File: src/rtl/hazard_pkg.sv
// Shared types for the hazard scoreboard: in-flight writer record and forward-select encoding.
// Pure declarations, no timing or flow-control behaviour.
package hazard_pkg;

    // Widest register address a record can hold; narrower addresses are zero-extended.
    localparam int MAX_ADDR_W = 8;

    // Forward-select value meaning "read the register file, no bypass".
    localparam int FWD_REGFILE = 0;

    typedef struct packed {
        logic                  valid;
        logic [MAX_ADDR_W-1:0] dest;
        logic                  isLoad;
    } hazRec_t;

endpackage

File: src/rtl/hazard_match.sv
// Priority matcher: finds the youngest valid in-flight writer of one source register.
// Purely combinational, zero latency, no flow control.
module hazard_match
    import hazard_pkg::*;
#(
    parameter int DEPTH = 3,
    parameter int SEL_W = 2
) (
    input  hazRec_t [DEPTH-1:0]   chain,
    input  logic [MAX_ADDR_W-1:0] srcAddr,
    input  logic                  useSrc,
    output logic                  hit,
    output logic [SEL_W-1:0]      matchStage,
    output logic                  matchIsLoad
);

    // Scan oldest to youngest so the lowest stage index is the last writer.
    always_comb begin
        hit         = 1'b0;
        matchStage  = SEL_W'(FWD_REGFILE);
        matchIsLoad = 1'b0;
        if (useSrc && (srcAddr != '0)) begin
            for (int k = DEPTH - 1; k >= 0; k--) begin
                if (chain[k].valid && (chain[k].dest == srcAddr)) begin
                    hit         = 1'b1;
                    matchStage  = SEL_W'(k + 1);
                    matchIsLoad = chain[k].isLoad;
                end
            end
        end
    end

endmodule

File: src/rtl/hazard_scoreboard.sv
// Tracks in-flight register writers, raises load-use stalls and picks bypass sources for ID.
// Stall/forward are same-cycle combinational; cpu_en=0 freezes all state.
module hazard_scoreboard
    import hazard_pkg::*;
#(
    parameter int ADDR_W     = 5,
    parameter int DEPTH      = 3,
    parameter int LOAD_READY = 2,
    parameter int SEL_W      = $clog2(DEPTH + 1)
) (
    input  logic              clk,
    input  logic              rst,
    input  logic              cpu_en,
    input  logic              id_valid,
    input  logic              id_flush,
    input  logic [ADDR_W-1:0] id_rs,
    input  logic [ADDR_W-1:0] id_rt,
    input  logic              id_useRs,
    input  logic              id_useRt,
    input  logic              id_ifWriteRegsFile,
    input  logic [ADDR_W-1:0] id_registerWriteAddress,
    input  logic              id_isLoad,
    output logic              shouldStall,
    output logic [SEL_W-1:0]  fwdSelRs,
    output logic [SEL_W-1:0]  fwdSelRt,
    output logic [31:0]       stallCount,
    output logic [3:0]        pendingCount
);

    localparam logic [SEL_W-1:0] LOAD_READY_SEL = SEL_W'(LOAD_READY);

    hazRec_t [DEPTH-1:0] chain;
    hazRec_t [DEPTH-1:0] chainNext;
    hazRec_t             newRec;
    logic [3:0]          pendNext;

    logic [MAX_ADDR_W-1:0] srcRs;
    logic [MAX_ADDR_W-1:0] srcRt;
    logic                  hitRs, hitRt;
    logic                  loadRs, loadRt;
    logic [SEL_W-1:0]      stageRs, stageRt;
    logic                  hazRs, hazRt;

    assign srcRs = MAX_ADDR_W'(id_rs);
    assign srcRt = MAX_ADDR_W'(id_rt);

    hazard_match #(
        .DEPTH (DEPTH),
        .SEL_W (SEL_W)
    ) u_matchRs (
        .chain       (chain),
        .srcAddr     (srcRs),
        .useSrc      (id_useRs),
        .hit         (hitRs),
        .matchStage  (stageRs),
        .matchIsLoad (loadRs)
    );

    hazard_match #(
        .DEPTH (DEPTH),
        .SEL_W (SEL_W)
    ) u_matchRt (
        .chain       (chain),
        .srcAddr     (srcRt),
        .useSrc      (id_useRt),
        .hit         (hitRt),
        .matchStage  (stageRt),
        .matchIsLoad (loadRt)
    );

    // A load is only a hazard until it reaches the first stage that can bypass its data.
    assign hazRs = hitRs & loadRs & (stageRs < LOAD_READY_SEL);
    assign hazRt = hitRt & loadRt & (stageRt < LOAD_READY_SEL);

    // Gated by rst so a stale chain never stalls or forwards while reset is held.
    assign shouldStall = ~rst & id_valid & ~id_flush & (hazRs | hazRt);
    assign fwdSelRs    = rst ? SEL_W'(FWD_REGFILE) : stageRs;
    assign fwdSelRt    = rst ? SEL_W'(FWD_REGFILE) : stageRt;

    always_comb begin
        newRec = '0;
        if (id_valid && !id_flush && !shouldStall && id_ifWriteRegsFile &&
            (id_registerWriteAddress != '0)) begin
            newRec.valid  = 1'b1;
            newRec.dest   = MAX_ADDR_W'(id_registerWriteAddress);
            newRec.isLoad = id_isLoad;
        end
    end

    always_comb begin
        chainNext[0] = newRec;
        for (int k = 1; k < DEPTH; k++) begin
            chainNext[k] = chain[k-1];
        end
    end

    always_comb begin
        pendNext = 4'd0;
        for (int k = 0; k < DEPTH; k++) begin
            pendNext = pendNext + 4'(chainNext[k].valid);
        end
    end

    always_ff @(posedge clk) begin
        if (rst) begin
            chain        <= '0;
            stallCount   <= 32'd0;
            pendingCount <= 4'd0;
        end else if (cpu_en) begin
            chain        <= chainNext;
            pendingCount <= pendNext;
            if (shouldStall && (stallCount != 32'hFFFF_FFFF)) begin
                stallCount <= stallCount + 32'd1;
            end
        end
    end

endmodule

File: config.mk
export PLATFORM = sky130hd
export DESIGN_NAME = hazard_scoreboard
export DESIGN_NICKNAME = d
export VERILOG_FILES = /design/src/rtl/hazard_pkg.sv /design/src/rtl/hazard_match.sv /design/src/rtl/hazard_scoreboard.sv
export SDC_FILE = /design/constraint.sdc
export NUM_CORES = 1
export LEC_CHECK = 0
export ABC_AREA = 1
export CAP_MARGIN = 20
export CORE_UTILIZATION = 52
export DETAILED_ROUTE_END_ITERATION = 10
export DONT_BUFFER_PORTS = 1
export PLACE_DENSITY_LB_ADDON = 0.05
export SLEW_MARGIN = 20
export SYNTH_ARGS = -nofsm -noshare
export SYNTH_HDL_FRONTEND = slang
export SYNTH_SLANG_ARGS = --single-unit
File: constraint.sdc
create_clock -name clk -period 3 [get_ports clk]
set_clock_uncertainty 0.05 [all_clocks]
set_input_delay 0.6 -clock clk [delete_from_list [all_inputs] [get_ports clk]]
set_output_delay 0.6 -clock clk [all_outputs]
set_load 0.01 [all_outputs]
**Register map, names as in the netlist**

Scale bar: 20 um. Other cells in grey.
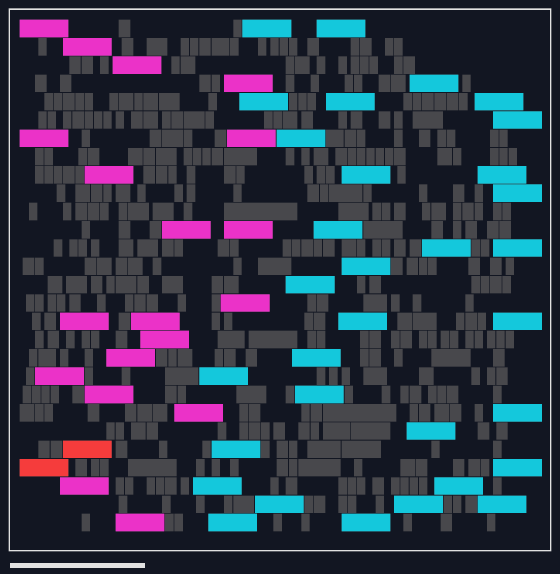
[chain] magenta | placed flops: 19
[pendingCount] red | placed flops: 2
[stallCount] cyan | placed flops: 32
Seq area share: 31.8%
Seq power: 729 uW
fin util: 56.4%
Seq. cell area: 1060 um2

**Clock nets**

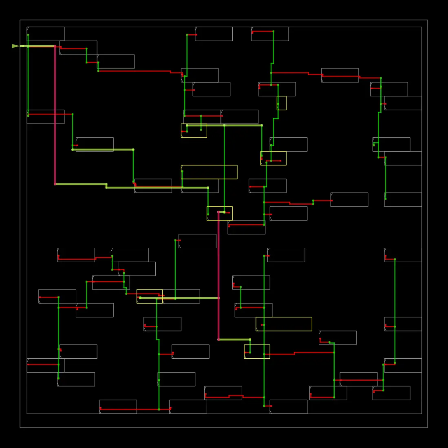
clk_buf instances: 5
count of flip-flops and latches: 53
clk sink count: 53

**Close-up of the layout**

Region (0, 40) to (40, 80) um. Cells in grey, sequential cells in the stronger grey; small squares are vias.
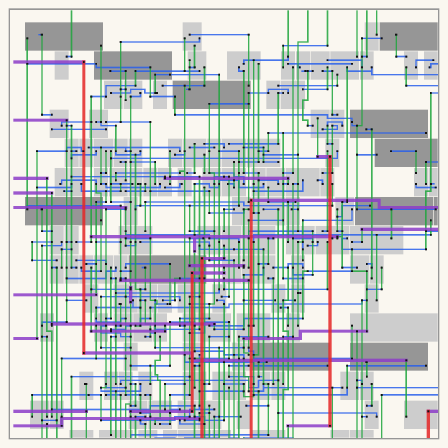
[met2] green
[met1] blue
[met4] red
[met3] purple
netlist names of flops here include: chain (9), stallCount (2)
most frequent: nand2_1 (26), nor2_1 (20), inv_1 (14)
sequential cells in the window: 11
cells with their middle in the window: 128

**Wires at chosen ports, followed through buffers**

Scale bar: 20 um.
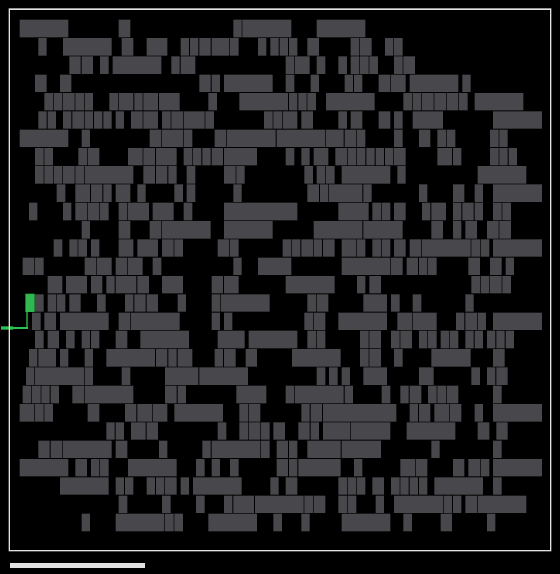
[id_useRs] green | direction: input | end cells: 1 | buffers: 0 | wire: 5.60 um

==> run_results.csv <==
group,metric,value,unit
clock_tree,root_buffer,"clkbuf_8",
timing,setup_ws,0.657,ns
routing,route.detailed.drc,0,
pwr,finalPower,1.39,mW
synthesis,seq_area_frac_synth,33.3,%
timing,period_minus_slack,2.34,ns
worst_setup_path,cp_max_fo,4,
synthesis,ys_cells,497,
worst_setup_path,critPathRequiredTime,2.35,ns
timing,finalSetupViolCount,0,
routing,drt_iter0_markers,144,
routing,postRouteAntennaNets,0,
clock_tree,cts_resized,0,
worst_hold_path,min-delay-path-class,"input pin to flip-flop",
placed_design,portBuffers,0,
worst_setup_path,path_cells,"inv_1 > a21oi_1 > nand4_1 > nor4_1 > nand2_1 > a211oi_1",
worst_setup_path,critPathArrivalTime,1.69,ns
layout,drive_above_1_share,6.33,%
synthesis,synthAdderAreaFrac,1.02,%
placed_design,pre_cts_ws,0.749,ns
routing,routed_via_density,5.44,
status,outcome,"complete, no violations",
global_routing,overflow,0,
clock_tree,hold_buffers,0,
clock_tree,cts_tree,"yes",
global_routing,grt_pass1_vias,2694,
timing,finalClockPeriodUsage,78.1,%
worst_setup_path,ff2ff_setup_slack,0.82,ns
die,die_h,80.3,um
worst_setup_path,setup.worst_path.start,"chain[24]",
synthesis,simple_gate_area_share,41.4,%
placed_design,gp_congestion,0.974,
worst_setup_path,cp-start-kind,"flip-flop",
worst_setup_path,cpPeakStageDelay,0.39,ns
timing,slew_violations,0,
worst_hold_path,hp-start,"rst",
worst_setup_path,critPathBufInv,1,
routing,first_pass_iters,4,
clock_tree,htreeDepth,2,
worst_setup_path,r2r_cells,13,
worst_hold_path,hold_depth,1,
worst_setup_path,cp_top_family,"AND-OR/OR-AND gates",
timing,rsz0062_at_grt,"no",
clock_tree,cts_buffer_depth,2,
job,cap_violations,0,
placed_design,dpl.hpwl,5.54,mm
synthesis,ys_sh_aoi,10.6,%
pwr,power.density,417,nW/um2
worst_setup_path,r2r-end,"stallCount[4]",
layout,post_layout_nonfiller_instances,565,
synthesis,ys_top_logic_family,"simple AND/OR/NAND/NOR gates",
placed_design,dp.cells,557,
global_routing,track_usage,24.5,%
die,core_area,5920,um2
die,chipWidth,80.3,um
clock_tree,post_cts_buffers,0,
layout,fin_nets,515,
layout,diodes,0,
worst_setup_path,setup.worst_path.end_class,"primary output",
global_routing,grt_pass1_wl,12.3,mm
worst_setup_path,reg2reg_from,"stallCount[0]",
routing,wire_per_inst,13.5,um
die,row_count,28,
synthesis,ys_ff,53,
layout,fin_area,3340,um2
clock_tree,numCtsBuffers,5,
clock_tree,path_clk_slew,0.10,ns
synthesis,ys_types,36,
pwr,ir_worst_vdd,265,uV
clock_tree,insertion_delay,0.31,ns
routing,via_count,3075,
global_routing,grt_max_degree,59,
synthesis,synthMuxAreaShare,0,%
pwr,p_leak,1.38,nW
layout,area_growth,4.83,%
worst_setup_path,cpMaxStageDelayCell,"dfxtp_1",
global_routing,antenna_found_initial,0,
synthesis,ys_chip_area,3190,um2
timing,finalSetupTns,0,ns
synthesis,postSynthCellCount,497,
die,initial_utilization,53.8,%
worst_setup_path,endpoint,"fwdSelRt[0]",
worst_setup_path,crit_cells,6,
synthesis,synth.avg_cell_area,6.41,um2
die,die-area,6440,um2
placed_design,post_dp_cell_area,3210,um2
die,io_pins,65,
timing,fmax,427,MHz
synthesis,yosys_warnings,0,
worst_hold_path,whs_endpoint,"chain[9]",
layout make-up:
| class | count | area [um2] |
|---|---|---|
| Fill cell | 586 | 2580 |
| Multi-Input combinational cell | 365 | 1790 |
| Sequential cell | 53 | 1060 |
| Inverter | 62 | 233 |
| Tap cell | 75 | 93.8 |
| Clock buffer | 5 | 68.8 |
| Clock inverter | 3 | 65.1 |
| Timing Repair Buffer | 2 | 27.5 |
cells in the final DEF (no fill, tap or decap), drive strengths merged, types with 3 or more instances in the layout:
cell	count
a21oi	39
clkbuf	5
dfxtp	53
inv	61
nand2	110
nand3	47
nand4	11
nor2	90
nor3	16
nor3b	3
nor4	5
o21ai	20
o22ai	4
xor2	10
synth_stat cells, drive strengths merged:
library cell	count	share of area [%]
o21ai	20	3.1
nor3b	3	1.0
nor3	16	3.9
dfxtp	53	33
conb	1	0.12
o22ai	4	0.79
or2	1	0.20
buf	10	2.4
xnor2	1	0.27
clkbuf	8	0.94
o2111ai	1	0.27
fa	1	0.63
xor2	10	2.7
a211oi	1	0.24
nand4	11	2.2
nor4	5	0.98
nor2	90	11
nand2	110	13
nand2b	2	0.39
a21oi	39	6.1
clkinv	1	0.12
nand3	47	8.2
inv	61	7.2
ha	1	0.39
metal layers:
metal  vias up  part of all wire (%)  global-route usage, %  routed length (um)
met5         -                     0                      0                   0
met4         0                   1.9                   8.21                 148
met3        13                   6.2                   5.91                 475
met2        82                    49                   44.4                3730
met1      1401                    43                   27.8                3260
li1       1579                     -                      -                   -
flip-flops by register name, indices dropped and copies added, names as in the netlist:
| register | flops |
|---|---|
| pendingCount | 2 |
| stallCount | 32 |
| chain | 19 |
power breakdown:
part,switching [mW],internal [mW]
clock,0.244,0.332
sequential,0.0139,0.715
combinational,0.0538,0.0326
total,0.312,1.08
Power figures rest on the tool's default switching activity, not on a simulated workload.
